<file path="config.mk">
export PLATFORM = sky130hd
export DESIGN_NAME = router12_grant_sched
export DESIGN_NICKNAME = d
export VERILOG_FILES = /design/src/rtl/router12_sched_pkg.sv /design/src/rtl/router12_merge_arb.sv /design/src/rtl/router12_grant_sched.sv
export SDC_FILE = /design/constraint.sdc
export NUM_CORES = 1
export LEC_CHECK = 0
export CORE_AREA = 3 3 91 67
export CTS_BUF_LIST = sky130_fd_sc_hd__clkbuf_4
export DETAILED_ROUTE_END_ITERATION = 8
export DIE_AREA = 0 0 94 70
export MAX_ROUTING_LAYER = met4
export PLACE_DENSITY = 0.69
export RECOVER_POWER = 100
export SYNTH_ARGS = -nofsm -noshare
export SYNTH_HDL_FRONTEND = slang
export SYNTH_HIERARCHICAL = 1
export SYNTH_SLANG_ARGS = --single-unit
export TNS_END_PERCENT = 1
</file>
<file path="constraint.sdc">
create_clock -name CLK -period 3.6 [get_ports CLK]
set_input_delay 0.72 -clock CLK [delete_from_list [all_inputs] [get_ports CLK]]
set_output_delay 0.72 -clock CLK [all_outputs]
set_load 0.01 [all_outputs]
</file>
<file path="src/rtl/router12_sched_pkg.sv">
// Shared types and constants for the 3-port tree-router grant scheduler.
// Holds the per-merge state encoding and the source-to-output request bit mapping.
package router12_sched_pkg;

  // Encoding doubles as the one-hot merge select driven to the datapath.
  typedef enum logic [1:0] {
    IDLE = 2'b00,
    G0   = 2'b01,
    G1   = 2'b10
  } arb_state_t;

  localparam int OUT_P  = 0;
  localparam int OUT_C1 = 1;
  localparam int OUT_C2 = 2;

  // Bit position inside each source's sel vector that targets a given output.
  localparam int C1_TO_C2OUT = 0;
  localparam int C1_TO_POUT  = 1;
  localparam int C2_TO_C1OUT = 0;
  localparam int C2_TO_POUT  = 1;
  localparam int P_TO_C1OUT  = 0;
  localparam int P_TO_C2OUT  = 1;

  function automatic arb_state_t arbitrate(input logic [1:0] req, input logic rr);
    arb_state_t s;
    case (req)
      2'b01:   s = G0;
      2'b10:   s = G1;
      2'b11:   s = rr ? G1 : G0;
      default: s = IDLE;
    endcase
    return s;
  endfunction

endpackage

</file>
<file path="src/rtl/router12_merge_arb.sv">
// One output merge: round-robin grant FSM that holds a grant for a whole packet,
// plus a saturating hold counter that flags grants stuck without a tail.
module router12_merge_arb
  import router12_sched_pkg::*;
#(
  parameter int MAX_HOLD = 64
) (
  input  logic       CLK,
  input  logic       RESET,
  input  logic [1:0] req,
  input  logic       done,
  output logic [1:0] grant,
  output logic       timeout,
  output logic       err_done
);

  localparam int HOLD_W = $clog2(MAX_HOLD + 1);
  localparam int CNT_W  = (HOLD_W < 1) ? 1 : HOLD_W;
  localparam logic [CNT_W-1:0] HOLD_MAX = CNT_W'(MAX_HOLD);

  arb_state_t       state, state_nxt;
  logic             rr, rr_nxt;
  logic [CNT_W-1:0] hold_cnt, hold_nxt;
  logic             timeout_r;

  always_comb begin
    state_nxt = state;
    rr_nxt    = rr;
    case (state)
      IDLE: state_nxt = arbitrate(req, rr);
      G0, G1: begin
        // Tail seen: hand preference to the other input, then re-arbitrate
        // this cycle's requests so back-to-back packets lose no cycle.
        if (done) begin
          rr_nxt    = (state == G0);
          state_nxt = arbitrate(req, rr_nxt);
        end
      end
      default: state_nxt = IDLE;
    endcase

    hold_nxt = hold_cnt;
    if (state == IDLE || done || state_nxt != state)
      hold_nxt = '0;
    else if (hold_cnt != HOLD_MAX)
      hold_nxt = hold_cnt + CNT_W'(1);
  end

  always_ff @(posedge CLK) begin
    if (RESET) begin
      state     <= IDLE;
      rr        <= 1'b0;
      hold_cnt  <= '0;
      timeout_r <= 1'b0;
    end else begin
      state    <= state_nxt;
      rr       <= rr_nxt;
      hold_cnt <= hold_nxt;
      // Sticky flag only; the grant is never pulled mid-packet.
      if (MAX_HOLD != 0 && hold_nxt == HOLD_MAX)
        timeout_r <= 1'b1;
    end
  end

  assign grant    = state;
  assign timeout  = timeout_r;
  assign err_done = (state == IDLE) && done;

endmodule

</file>
<file path="src/rtl/router12_grant_sched.sv">
// Grant scheduler for a 3-port tree router: maps per-source selects onto the
// three output merges, screens illegal selects and gathers sticky error status.
module router12_grant_sched
  import router12_sched_pkg::*;
#(
  parameter int MAX_HOLD = 64
) (
  input  logic       CLK,
  input  logic       RESET,
  input  logic [1:0] c1_sel,
  input  logic [1:0] c2_sel,
  input  logic [1:0] p_sel,
  input  logic       pout_done,
  input  logic       c1out_done,
  input  logic       c2out_done,
  output logic [1:0] pout_grant,
  output logic [1:0] c1out_grant,
  output logic [1:0] c2out_grant,
  output logic [2:0] timeout,
  output logic       err
);

  logic       c1_bad, c2_bad, p_bad;
  logic [1:0] c1_req, c2_req, p_req;
  logic [1:0] pout_req, c1out_req, c2out_req;
  logic [2:0] err_done;
  logic       err_r;

  // A source driving both select bits is malformed and requests nothing.
  assign c1_bad = (c1_sel == 2'b11);
  assign c2_bad = (c2_sel == 2'b11);
  assign p_bad  = (p_sel  == 2'b11);
  assign c1_req = c1_bad ? 2'b00 : c1_sel;
  assign c2_req = c2_bad ? 2'b00 : c2_sel;
  assign p_req  = p_bad  ? 2'b00 : p_sel;

  assign pout_req  = {c2_req[C2_TO_POUT], c1_req[C1_TO_POUT]};
  assign c1out_req = {p_req[P_TO_C1OUT],  c2_req[C2_TO_C1OUT]};
  assign c2out_req = {p_req[P_TO_C2OUT],  c1_req[C1_TO_C2OUT]};

  router12_merge_arb #(.MAX_HOLD(MAX_HOLD)) u_pout_arb (
    .CLK      (CLK),
    .RESET    (RESET),
    .req      (pout_req),
    .done     (pout_done),
    .grant    (pout_grant),
    .timeout  (timeout[OUT_P]),
    .err_done (err_done[OUT_P])
  );

  router12_merge_arb #(.MAX_HOLD(MAX_HOLD)) u_c1out_arb (
    .CLK      (CLK),
    .RESET    (RESET),
    .req      (c1out_req),
    .done     (c1out_done),
    .grant    (c1out_grant),
    .timeout  (timeout[OUT_C1]),
    .err_done (err_done[OUT_C1])
  );

  router12_merge_arb #(.MAX_HOLD(MAX_HOLD)) u_c2out_arb (
    .CLK      (CLK),
    .RESET    (RESET),
    .req      (c2out_req),
    .done     (c2out_done),
    .grant    (c2out_grant),
    .timeout  (timeout[OUT_C2]),
    .err_done (err_done[OUT_C2])
  );

  always_ff @(posedge CLK) begin
    if (RESET)
      err_r <= 1'b0;
    else if (c1_bad || c2_bad || p_bad || (|err_done))
      err_r <= 1'b1;
  end

  assign err = err_r;

endmodule

</file>
### M2 wires

Scale bar: 20 um.
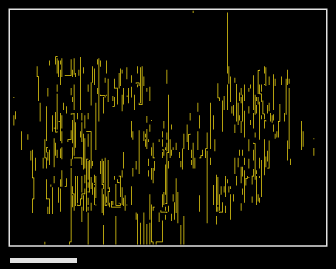
share of all routed wire: 40%
longest straight run: 21.9 um
nets with wire on the layer: 240
wire length on this layer: 1650 um
GRT met2 Usage: 17.5%
detailed-route wire length: 4100 um
vias after detailed routing: 1783

### Where the registers sit

Scale bar: 20 um. Other sequential cells in the stronger grey, the rest of the logic in the fainter grey.
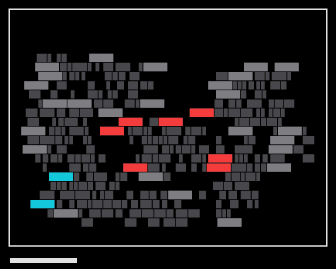
[`u_c2out_arb/grant`] cyan | placed flops: 2
[`u_c2out_arb/hold_cnt`] red | placed flops: 7 | where: centre
not coloured: 25
fraction of area in registers: 28.5%
area occupied by registers: 681 um2

### Routing congestion

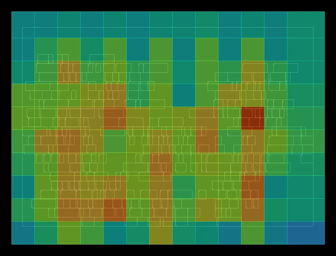
global-route layer with the greatest usage: met1
Routed WL per cell: 11.6 um
GR Util met1: 19.8%
met3 demand-to-capacity share in global routing: 3.23%
final core area utilization: 45.7%

==> impl_results.rst <==
Metrics
=======

.. list-table::
   :header-rows: 1

   * - Metric
     - Value
   * - Clock Path Buffers
     - 2
   * - Startpoint of the tightest hold check path
     - u_pout_arb/rr$_SDFFE_PP0P_
   * - Share of flip-flops with an asynchronous set or reset
     - 0%
   * - Setup slack of the most critical reg-to-reg path
     - 1220 ps
   * - Biggest regs
     - u_c1out_arb/hold_cnt: 7 flops, u_c2out_arb/hold_cnt: 7 flops, u_pout_arb/hold_cnt: 7 flops
   * - Gr usage total
     - 13.4%
   * - Tot Pwr
     - 0.000726 W
   * - Post-synthesis cell type count
     - 40
   * - Core Area
     - 5230 um2
   * - Type of the worst setup path
     - primary input to flip-flop
   * - Area of the mapped netlist
     - 2090 um2
   * - Number of warnings issued by yosys
     - 6
   * - Worst-case setup slack after placement
     - 807 ps
   * - Relative slew margins
     - 50.4%
   * - Worst supply voltage drop on vdd
     - 183 uV
   * - Result of the run
     - complete, no violations
   * - DR DRC count
     - 0
   * - Crit-path slowest cell
     - sky130_fd_sc_hd__dlygate4sd3_1
   * - Nets
     - 308
   * - CP Capture Type
     - flip-flop
   * - Initial antenna violation count
     - 0
   * - RSZ-0062 raised after global routing
     - false
   * - Yosys stat area
     - 2090 um2
   * - Initial detailed-routing violation count
     - 122
   * - Number of antenna repair diodes
     - 0
   * - Via count of the first global-routing pass
     - 1604
   * - Critical path launch point type
     - primary input
   * - Number of instances in the placed design
     - 347
   * - Number of cells in the finished layout apart from fillers
     - 355
   * - I/O Buffers
     - 20
   * - Post-route worst hold slack
     - 469 ps
   * - Reg-to-reg critical path endpoint
     - u_c1out_arb/timeout$_SDFFE_PP0N_
   * - Clock slew seen by the registers of the worst setup and hold paths
     - 100 ps
   * - Layout Cell Area excl Fill
     - 2390 um2
   * - H-tree Lvls
     - 2
   * - Top library cells by usage in the layout, fill and taps aside
     - sky130_fd_sc_hd__nor2_1, sky130_fd_sc_hd__dfxtp_1, sky130_fd_sc_hd__nand2_1
   * - Crit path largest cell delay
     - 570 ps
   * - Die Size
     - 6580 um2
   * - Number of logic stages on the critical path including buffering
     - 7
   * - Last weighted congestion value of the routability-driven placer
     - 0.902
   * - Synth Seq Share
     - 32.5%
   * - Instance count of the mapped netlist
     - 257
   * - Maximum number of pins on one net before global-route repair
     - 20
   * - Number of instances on the worst hold path
     - 2
   * - Total I/O pin count
     - 21
   * - Setup violation total in the final timing report
     - 0
   * - Number of failing hold endpoints at the final stage
     - 0
   * - Die outline height
     - 70 um
   * - Initial core utilization
     - 40.0%
[worst register-to-register path, stage by stage, from the launching register on]
cell and delay (ps):
sky130_fd_sc_hd__dfxtp_1 420, sky130_fd_sc_hd__inv_1 110, sky130_fd_sc_hd__ha_1 390, sky130_fd_sc_hd__a21oi_1 110, sky130_fd_sc_hd__o22ai_1 260, sky130_fd_sc_hd__mux2_1 370
sky130_fd_sc_hd__a211o_1 280, sky130_fd_sc_hd__o41ai_1 350
[Yosys cell counts, types with 2 or more instances]
master	n	share of area [%]
sky130_fd_sc_hd__a21oi_1	18	4.3
sky130_fd_sc_hd__a22oi_1	2	0.72
sky130_fd_sc_hd__a31oi_1	2	0.60
sky130_fd_sc_hd__a41o_1	2	0.96
sky130_fd_sc_hd__and2_1	3	0.90
sky130_fd_sc_hd__and2b_1	5	1.8
sky130_fd_sc_hd__and2b_2	2	0.84
sky130_fd_sc_hd__and3_1	5	1.5
sky130_fd_sc_hd__buf_6	2	1.1
sky130_fd_sc_hd__dfxtp_1	34	32
sky130_fd_sc_hd__ha_1	15	9.0
sky130_fd_sc_hd__inv_1	14	2.5
sky130_fd_sc_hd__mux2_4	3	2.2
sky130_fd_sc_hd__nand2_1	19	3.4
sky130_fd_sc_hd__nand2b_1	4	1.2
sky130_fd_sc_hd__nand3_1	13	3.1
sky130_fd_sc_hd__nand3b_1	2	0.72
sky130_fd_sc_hd__nand4_1	3	0.90
sky130_fd_sc_hd__nand4b_1	2	0.84
sky130_fd_sc_hd__nor2_1	45	8.1
sky130_fd_sc_hd__nor2b_1	8	2.4
sky130_fd_sc_hd__nor3_1	9	2.2
sky130_fd_sc_hd__nor4bb_1	2	0.96
sky130_fd_sc_hd__o211ai_1	2	0.72
sky130_fd_sc_hd__o21ai_0	3	0.72
sky130_fd_sc_hd__o22ai_1	2	0.60
sky130_fd_sc_hd__o22ai_2	2	1.2
sky130_fd_sc_hd__o311ai_1	2	0.84
sky130_fd_sc_hd__or3_1	2	0.60
sky130_fd_sc_hd__xnor2_1	10	4.2
sky130_fd_sc_hd__xor2_1	11	4.6
[kinds of logic (layout without fill, tap and decap cells)]
logic type,count (synthesis),count (layout),share of synthesized area [%]
muxes,3,3,2.15
buffers and inverters,16,42,3.58
DFF,34,34,32.5
xor gates and xnor gates,21,21,8.78
AOI/OAI and AO/OA,41,41,13.6
adders and majority gates,15,15,8.96
and+or+nand+nor,127,127,30.4
[per-layer routing]
layer | track usage (%) | share of wire, % | wire length, um | vias to the layer above
li1 | - | - | - | 950
met1 | 19.8 | 56 | 2290 | 801
met2 | 17.5 | 40 | 1650 | 30
met3 | 3.23 | 3.2 | 131 | 2
met4 | 4.33 | 0.88 | 36 | 0
met5 | - | 0 | 0 | -
[area by class of cell]
class	count	area, um2
Sequential cell	34	681
Tap cell	72	90.1
Clock inverter	2	8.76
Fill cell	518	2840
Clock buffer	6	45.0
Inverter	14	52.6
Timing Repair Buffer	20	200
Multi-Input combinational cell	207	1310
[power breakdown]
group          total, W  switching (W)  leakage (nW)  internal (W)
sequential     0.000395      0.0000105         0.275      0.000384
clock          0.000204       0.000123        0.0331     0.0000809
combinational  0.000127      0.0000685         0.604     0.0000589
Power is estimated from default activity; no workload was simulated.
